## src/rtl/frame_bank_scheduler.sv

```systemverilog
// Triple-buffer bank scheduler: writer fills a free bank, reader takes the newest complete frame.
// Define FRAME_STATS_EN to build saturating dropped/captured frame counters.
module frame_bank_scheduler #(
  parameter int BANK_WORDS = 76800,
  parameter int LADDR_W    = 17,
  parameter int PADDR_W    = 18
) (
  input  logic               pclk,
  input  logic               rst,
  input  logic               cap_enable,
  input  logic               snapshot_req,
  input  logic               wr_frame_start,
  input  logic               wr_frame_end,
  input  logic [LADDR_W-1:0] wr_addr_in,
  input  logic               wr_we_in,
  input  logic [15:0]        wr_data_in,
  output logic [PADDR_W-1:0] wr_addr_out,
  output logic               wr_we_out,
  output logic [15:0]        wr_data_out,
  input  logic               rd_frame_start,
  input  logic [LADDR_W-1:0] rd_addr_in,
  output logic [PADDR_W-1:0] rd_addr_out,
  output logic [1:0]         wr_bank,
  output logic [1:0]         rd_bank,
  output logic               frozen,
  output logic               new_frame,
  output logic [15:0]        dropped_cnt,
  output logic [15:0]        captured_cnt
);
  localparam logic [PADDR_W-1:0] BASE_1    = PADDR_W'(BANK_WORDS);
  localparam logic [PADDR_W-1:0] BASE_2    = PADDR_W'(2 * BANK_WORDS);
  localparam logic [LADDR_W-1:0] LAST_ADDR = LADDR_W'(BANK_WORDS - 1);

  typedef enum logic [1:0] {ST_IDLE, ST_WRITING, ST_FROZEN} wr_state_t;

  wr_state_t          r_state;
  logic [1:0]         r_wr_bank;
  logic [1:0]         r_rd_bank;
  logic [1:0]         r_spare_bank;
  logic               r_ready_valid;
  logic               r_snapshot_armed;
  logic               r_frozen;
  logic               r_new_frame;
  logic               r_wr_we;
  logic [PADDR_W-1:0] r_wr_addr;
  logic [15:0]        r_wr_data;
  logic [PADDR_W-1:0] r_rd_addr;

  logic               w_commit;
  logic               w_rd_take;
  logic [PADDR_W-1:0] w_wr_base;
  logic [PADDR_W-1:0] w_rd_base;
  logic [LADDR_W-1:0] w_rd_clamped;

  function automatic logic [PADDR_W-1:0] bank_base(input logic [1:0] bank);
    case (bank)
      2'd1:    bank_base = BASE_1;
      2'd2:    bank_base = BASE_2;
      default: bank_base = '0;
    endcase
  endfunction

  assign w_commit     = (r_state == ST_WRITING) && wr_frame_end;
  assign w_rd_take    = rd_frame_start && r_ready_valid;
  assign w_wr_base    = bank_base(r_wr_bank);
  assign w_rd_base    = bank_base(r_rd_bank);
  assign w_rd_clamped = (rd_addr_in > LAST_ADDR) ? LAST_ADDR : rd_addr_in;

  // Writer FSM; a pending snapshot is honoured only at a clean frame commit.
  always_ff @(posedge pclk) begin
    if (rst) begin
      r_state          <= ST_IDLE;
      r_snapshot_armed <= 1'b0;
      r_frozen         <= 1'b0;
    end else begin
      case (r_state)
        ST_IDLE: begin
          if (snapshot_req) r_snapshot_armed <= 1'b1;
          if (wr_frame_start && cap_enable) r_state <= ST_WRITING;
        end
        ST_WRITING: begin
          if (snapshot_req) r_snapshot_armed <= 1'b1;
          if (wr_frame_end) begin
            if (r_snapshot_armed) begin
              r_state          <= ST_FROZEN;
              r_frozen         <= 1'b1;
              r_snapshot_armed <= 1'b0;
            end else begin
              r_state <= ST_IDLE;
            end
          end else if (wr_frame_start && !cap_enable) begin
            r_state <= ST_IDLE;
          end
        end
        ST_FROZEN: begin
          if (snapshot_req) begin
            r_state  <= ST_IDLE;
            r_frozen <= 1'b0;
          end
        end
        default: r_state <= ST_IDLE;
      endcase
    end
  end

  // Bank rotation; a same-cycle commit hands the just-finished frame straight to the reader.
  always_ff @(posedge pclk) begin
    if (rst) begin
      r_wr_bank     <= 2'd0;
      r_rd_bank     <= 2'd2;
      r_spare_bank  <= 2'd1;
      r_ready_valid <= 1'b0;
      r_new_frame   <= 1'b0;
    end else begin
      r_new_frame <= 1'b0;
      if (w_commit && rd_frame_start) begin
        r_rd_bank     <= r_wr_bank;
        r_wr_bank     <= r_spare_bank;
        r_spare_bank  <= r_rd_bank;
        r_ready_valid <= 1'b0;
        r_new_frame   <= 1'b1;
      end else if (w_commit) begin
        r_wr_bank     <= r_spare_bank;
        r_spare_bank  <= r_wr_bank;
        r_ready_valid <= 1'b1;
      end else if (w_rd_take) begin
        r_rd_bank     <= r_spare_bank;
        r_spare_bank  <= r_rd_bank;
        r_ready_valid <= 1'b0;
        r_new_frame   <= 1'b1;
      end
    end
  end

  always_ff @(posedge pclk) begin
    if (rst) begin
      r_wr_we   <= 1'b0;
      r_wr_addr <= '0;
      r_wr_data <= '0;
      r_rd_addr <= '0;
    end else begin
      r_wr_we   <= wr_we_in && (r_state == ST_WRITING) && (wr_addr_in <= LAST_ADDR);
      r_wr_addr <= w_wr_base + PADDR_W'(wr_addr_in);
      r_wr_data <= wr_data_in;
      r_rd_addr <= w_rd_base + PADDR_W'(w_rd_clamped);
    end
  end

`ifdef FRAME_STATS_EN
  logic [15:0] r_dropped_cnt;
  logic [15:0] r_captured_cnt;

  always_ff @(posedge pclk) begin
    if (rst) begin
      r_dropped_cnt  <= '0;
      r_captured_cnt <= '0;
    end else if (w_commit) begin
      if (r_ready_valid && (r_dropped_cnt != 16'hFFFF)) r_dropped_cnt <= r_dropped_cnt + 16'd1;
      if (r_captured_cnt != 16'hFFFF) r_captured_cnt <= r_captured_cnt + 16'd1;
    end
  end

  assign dropped_cnt  = r_dropped_cnt;
  assign captured_cnt = r_captured_cnt;
`else
  assign dropped_cnt  = '0;
  assign captured_cnt = '0;
`endif

  assign wr_addr_out = r_wr_addr;
  assign wr_we_out   = r_wr_we;
  assign wr_data_out = r_wr_data;
  assign rd_addr_out = r_rd_addr;
  assign wr_bank     = r_wr_bank;
  assign rd_bank     = r_rd_bank;
  assign frozen      = r_frozen;
  assign new_frame   = r_new_frame;
endmodule
```

## config.mk

```make
export PLATFORM = sky130hd
export DESIGN_NAME = frame_bank_scheduler
export DESIGN_NICKNAME = d
export VERILOG_FILES = /design/src/rtl/frame_bank_scheduler.sv
export SDC_FILE = /design/constraint.sdc
export NUM_CORES = 1
export LEC_CHECK = 0
export CAP_MARGIN = 20
export CORE_ASPECT_RATIO = 0.75
export CORE_UTILIZATION = 40
export DETAILED_ROUTE_END_ITERATION = 10
export PLACE_DENSITY = 0.93
export SKIP_LAST_GASP = 1
export SYNTH_ARGS = -nofsm -noshare
export SYNTH_HDL_FRONTEND = slang
export SYNTH_SLANG_ARGS = --single-unit
```

## constraint.sdc

```tcl
create_clock -name pclk -period 2.6 [get_ports pclk]
set_input_delay 0.26 -clock pclk [delete_from_list [all_inputs] [get_ports pclk]]
set_output_delay 0.26 -clock pclk [all_outputs]
set_load 0.01 [all_outputs]
```

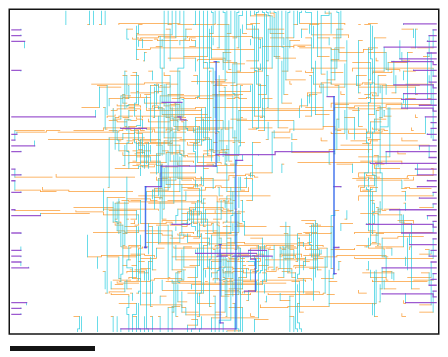
(run_1/layers.png)
The bar under the picture is 20 um long.
M4 -> blue  # wire length 150 um
M3 -> purple  # wire length 441 um
M2 -> cyan  # wire length 3310 um
M1 -> orange  # wire length 3030 um

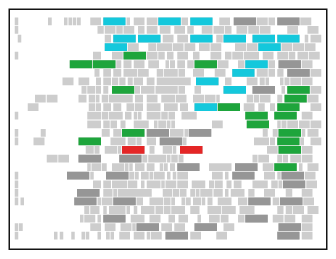
(run_1/ff_map.png)
r_spare_bank -> red  # flops 2
wr_data_out -> cyan  # flops 16
rd_addr_out -> green  # flops 18
not colored = 29

==> reports/qor.yml, run 1 <==
outcome:
  status: "finished clean"
synth:
  top_area_cell: "dfxtp_1"
  top_cells_by_count: "65 x dfxtp_1, 37 x nor2b_1, 32 x buf_4"
  top_logic_kind: "simple AND/OR/NAND/NOR gates"
  edf_count: 0
  synth_warnings: 0
  area_leaders: "dfxtp_1 45%, buf_4 8.3%, nor2b_1 8.0%"
  most_common_cell: "dfxtp_1"
  top_cell_area_share_pct: 44.9
place:
  dp_cells: 515
final_timing:
  hold-worst-slack_ns: 0.337
  layout_setup_ws_ns: 0.159
  rsz0062_at_grt: "false"
  finalClockSkew_ns: 0.00535
  post-route-period-util_pct: 93.9
  finalMaxSlewViolations: 0
worst_setup_path:
  critPathSlowestCell: "clkdlybuf4s50_1"
  path_cells: "clkdlybuf4s50_1, a21oi_1, nor2b_1, o31ai_4, and2_1, ha_1, buf_4, a211oi_2, o21bai_1, o31ai_2, mux2_1"
  r2r_setup_slack_ns: 0.32
  worstPathRequired_ns: 2.82
  r2r-start: "wr_bank[0]"
  reg2regPathDepth: 8
route:
  dr_wl_met2_um: 3310
  dr.max_layer_used: "met4"
  post_drt_wl_per_cell_um: 13.0
finish:
  final_cells: 531
  final_util_pct: 62.4
  syn2layout_area_growth_pct: 48.7
  layout-drive-gt1-share_pct: 8.55
  stdcell_area_um2: 4310
power_and_ir_drop:
  peakVddDrop_v: 0.000236
flow_run:
  warnings: 28
cts:
  holdBufCountCts: 0
  cts_max_level: 3
  clk_pin_slew_ns: 0.07
die:
  core_um2: 6900
global_routing:
  grt-ovfl-total: 0
  met1_usage_pct: 21.4
  grt_max_degree: 46
  antenna_found_initial: 0
  grt_first_pass_wirelength_um: 10200
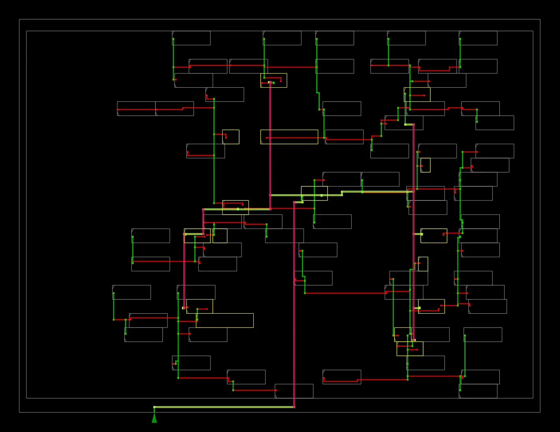
(run_1/clock_nets.png)
clock sinks: 65
clock network power: 0.000934 W
Seq cells: 65
total CTS buffers: 9

run 1: cells by family (layout without fill, tap and decap cells):
kind of cell,after synthesis,count (layout)
AND-OR/OR-AND,59,59
XOR/XNOR,3,3
adder cells (fa/ha/maj),18,18
buffers and inverters,64,164
flip-flops,65,65
multiplexers,2,2
other,1,32
AND/OR/NAND/NOR,90,90
run 1: final cells by class:
class / count / area, um^2
inverter: 22 / 82.6
clock inverter: 7 / 95.1
timing repair buffer: 126 / 1230
sequential: 65 / 1300
tap: 98 / 123
fill: 557 / 2590
clock buffer: 9 / 124
multi-input combinational: 204 / 1350
run 1: report_power, final:
| part | internal [W] | total [W] | switching (W) |
|---|---|---|---|
| logic | 0.000274 | 0.000493 | 0.000219 |
| registers | 0.00106 | 0.00109 | 0.0000244 |
| clock network | 0.000539 | 0.000934 | 0.000395 |
==> run 1 -> run 2 <==
--- a/config.mk
+++ b/config.mk
@@ -7,9 +7,11 @@
 export LEC_CHECK = 0
 export CAP_MARGIN = 20
 export CORE_ASPECT_RATIO = 0.75
-export CORE_UTILIZATION = 40
+export CORE_MARGIN = 8
+export CORE_UTILIZATION = 41
+export CTS_BUF_LIST = sky130_fd_sc_hd__clkbuf_8
 export DETAILED_ROUTE_END_ITERATION = 10
-export PLACE_DENSITY = 0.93
+export PLACE_DENSITY = 0.94
 export SKIP_LAST_GASP = 1
 export SYNTH_ARGS = -nofsm -noshare
 export SYNTH_HDL_FRONTEND = slang
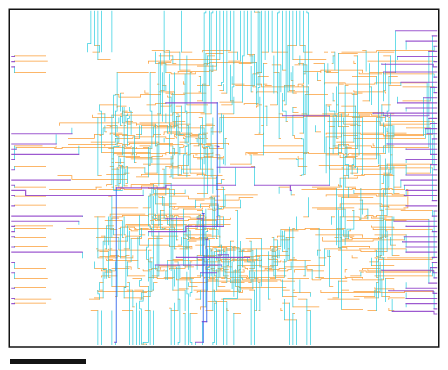
(run_2/layers.png)
The bar under the picture is 20 um long.
routed vias: 2421
WL/cell: 15.7 um
Routed WL: 8090 um
Tot GR Track Use: 15.5%

==> reports/qor.yml, run 2 <==
outcome:
  status: "finished clean"
cts:
  numCtsBuffers: 9  # unchanged
  holdBufCountCts: 0  # unchanged
  clock_sinks: 65  # unchanged
  cts_max_level: 3  # unchanged
  clk_pin_slew_ns: 0.08  # about the same
final_timing:
  finalMaxSlewViolations: 0  # unchanged
  hold-worst-slack_ns: 0.267  # -0.0698 ns
  worst_pin_slew_ns: 0.675
  layout_setup_ws_ns: 0.262  # +0.103 ns
  post-route-period-util_pct: 89.9  # -4.0 points
  finalClockSkew_ns: 0.00689  # +0.00154 ns
  max_freq_mhz: 428
  rsz0062_at_grt: "false"
worst_setup_path:
  r2r_setup_slack_ns: 0.37  # +0.05 ns
  reg2regPathDepth: 8  # unchanged
  rr_endpoint: "wr_addr_out[17]"
  cp_num_buf_inv: 2
  crit_type: "in2reg"
  crit_arrival_ns: 2.53
  worstPathRequired_ns: 2.79  # -0.03 ns
  critPathSlowestCell: "clkdlybuf4s50_1"
  r2r-start: "wr_bank[0]"
  cp.depth: 12
  path_cells: "clkdlybuf4s50_1, a21oi_1, nor2b_1, o31ai_4, and2_1, ha_1, inv_1, fa_1, nor2b_1, o21a_1, o21a_1, nor3_1"
power_and_ir_drop:
  peakVddDrop_v: 0.000251  # +6.5%
  p_int_w: 0.00188  # +0.48%
  pg_comb_w: 0.000494  # about the same
  switchingPower_w: 0.000667  # +4.4%
  finalPower_w: 0.00255
  power.group.top: "sequential cells"
  clock_power_w: 0.000971  # +4.0%
  p_sw_share_pct: 26.1  # +0.74 points
  cellLeakagePower_nw: 1.80
  p_clk_share_pct: 38.1  # +0.9 points
  pg_seq_w: 0.00109  # about the same
  pwr-share-comb_pct: 19.4  # -0.2 points
  seqPwrFrac_pct: 42.6  # -0.6 points
finish:
  final_cells: 516  # -2.8%
  multiInputGateArea_um2: 1350  # unchanged
  nets: 503
  fillerInstances: 559  # +0.36%
  stdcell_area_um2: 4290  # -0.46%
  final_util_pct: 62.7  # +0.30 points
  regArea_um2: 1300  # unchanged
  layout-drive-gt1-share_pct: 8.33  # -0.21 points
  syn2layout_area_growth_pct: 48.0
synth:
  top_cell_area_share_pct: 44.9  # unchanged
  mux_share_pct: 0.778
  area_leaders: "dfxtp_1 45%, buf_4 8.3%, nor2b_1 8.0%"
  most_common_cell: "dfxtp_1"
  synth-compound-area-share_pct: 14.9
  netlist_area_um2: 2900
  top_area_cell: "dfxtp_1"
  top_cells_by_count: "65 x dfxtp_1, 37 x nor2b_1, 32 x buf_4"
  edf_count: 0  # unchanged
  synth_warnings: 0  # unchanged
  top_logic_kind: "simple AND/OR/NAND/NOR gates"
  yosys.area_share.xor_xnor_pct: 0.907
die:
  core_um2: 6830  # -0.94%
  ioPinCount: 149
  die_w_um: 113
global_routing:
  grt_util_met3_pct: 5.11
  antenna_found_initial: 0  # unchanged
  met1_usage_pct: 17.4  # -4.0 points
  grt_max_degree: 67  # +46%
  grt_first_pass_wirelength_um: 12200  # +19%
  grt-ovfl-total: 0  # unchanged
place:
  io_buffer_count: 116
  dp_hpwl_um: 6320
  dp_cells: 500  # -2.9%
flow_run:
  warnings: 28  # unchanged
worst_hold_path:
  min_path_cells: 3
  min_from: "rst"
route:
  first_pass_iters: 6
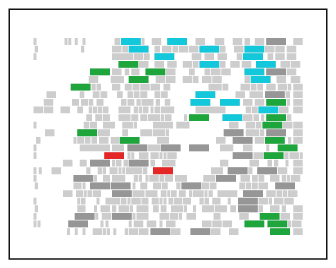
(run_2/ff_map.png)
rd_addr_out -> green  # flops 18
wr_data_out -> cyan  # flops 16
r_spare_bank -> red  # flops 2
not colored = 29

## run 2: final cells by class
class / instances / share of cell area, %
clock buffers: 9 / 2.89
clock inverters: 7 / 2.34
inverters: 22 / 1.93
multi-input cells: 204 / 31.5
flip-flops and latches: 65 / 30.4
well taps: 84 / 2.45
repair buffers: 125 / 28.5
## run 2: metal layers
| layer | share of wire [%] | vias up |
|---|---|---|
| li1 | - | 1200 |
| met1 | 42 | 1099 |
| met2 | 48 | 112 |
| met3 | 8.4 | 10 |
| met4 | 1.6 | 0 |
| met5 | 0 | - |
## run 2: what timing repair did
action,CTS,global route
hold endpoints to repair,0,0
setup buffers,0,0
gates resized,0,1
endpoints found under the setup margin,0,2
No activity file was given, so power comes from the tool's default toggle rates.
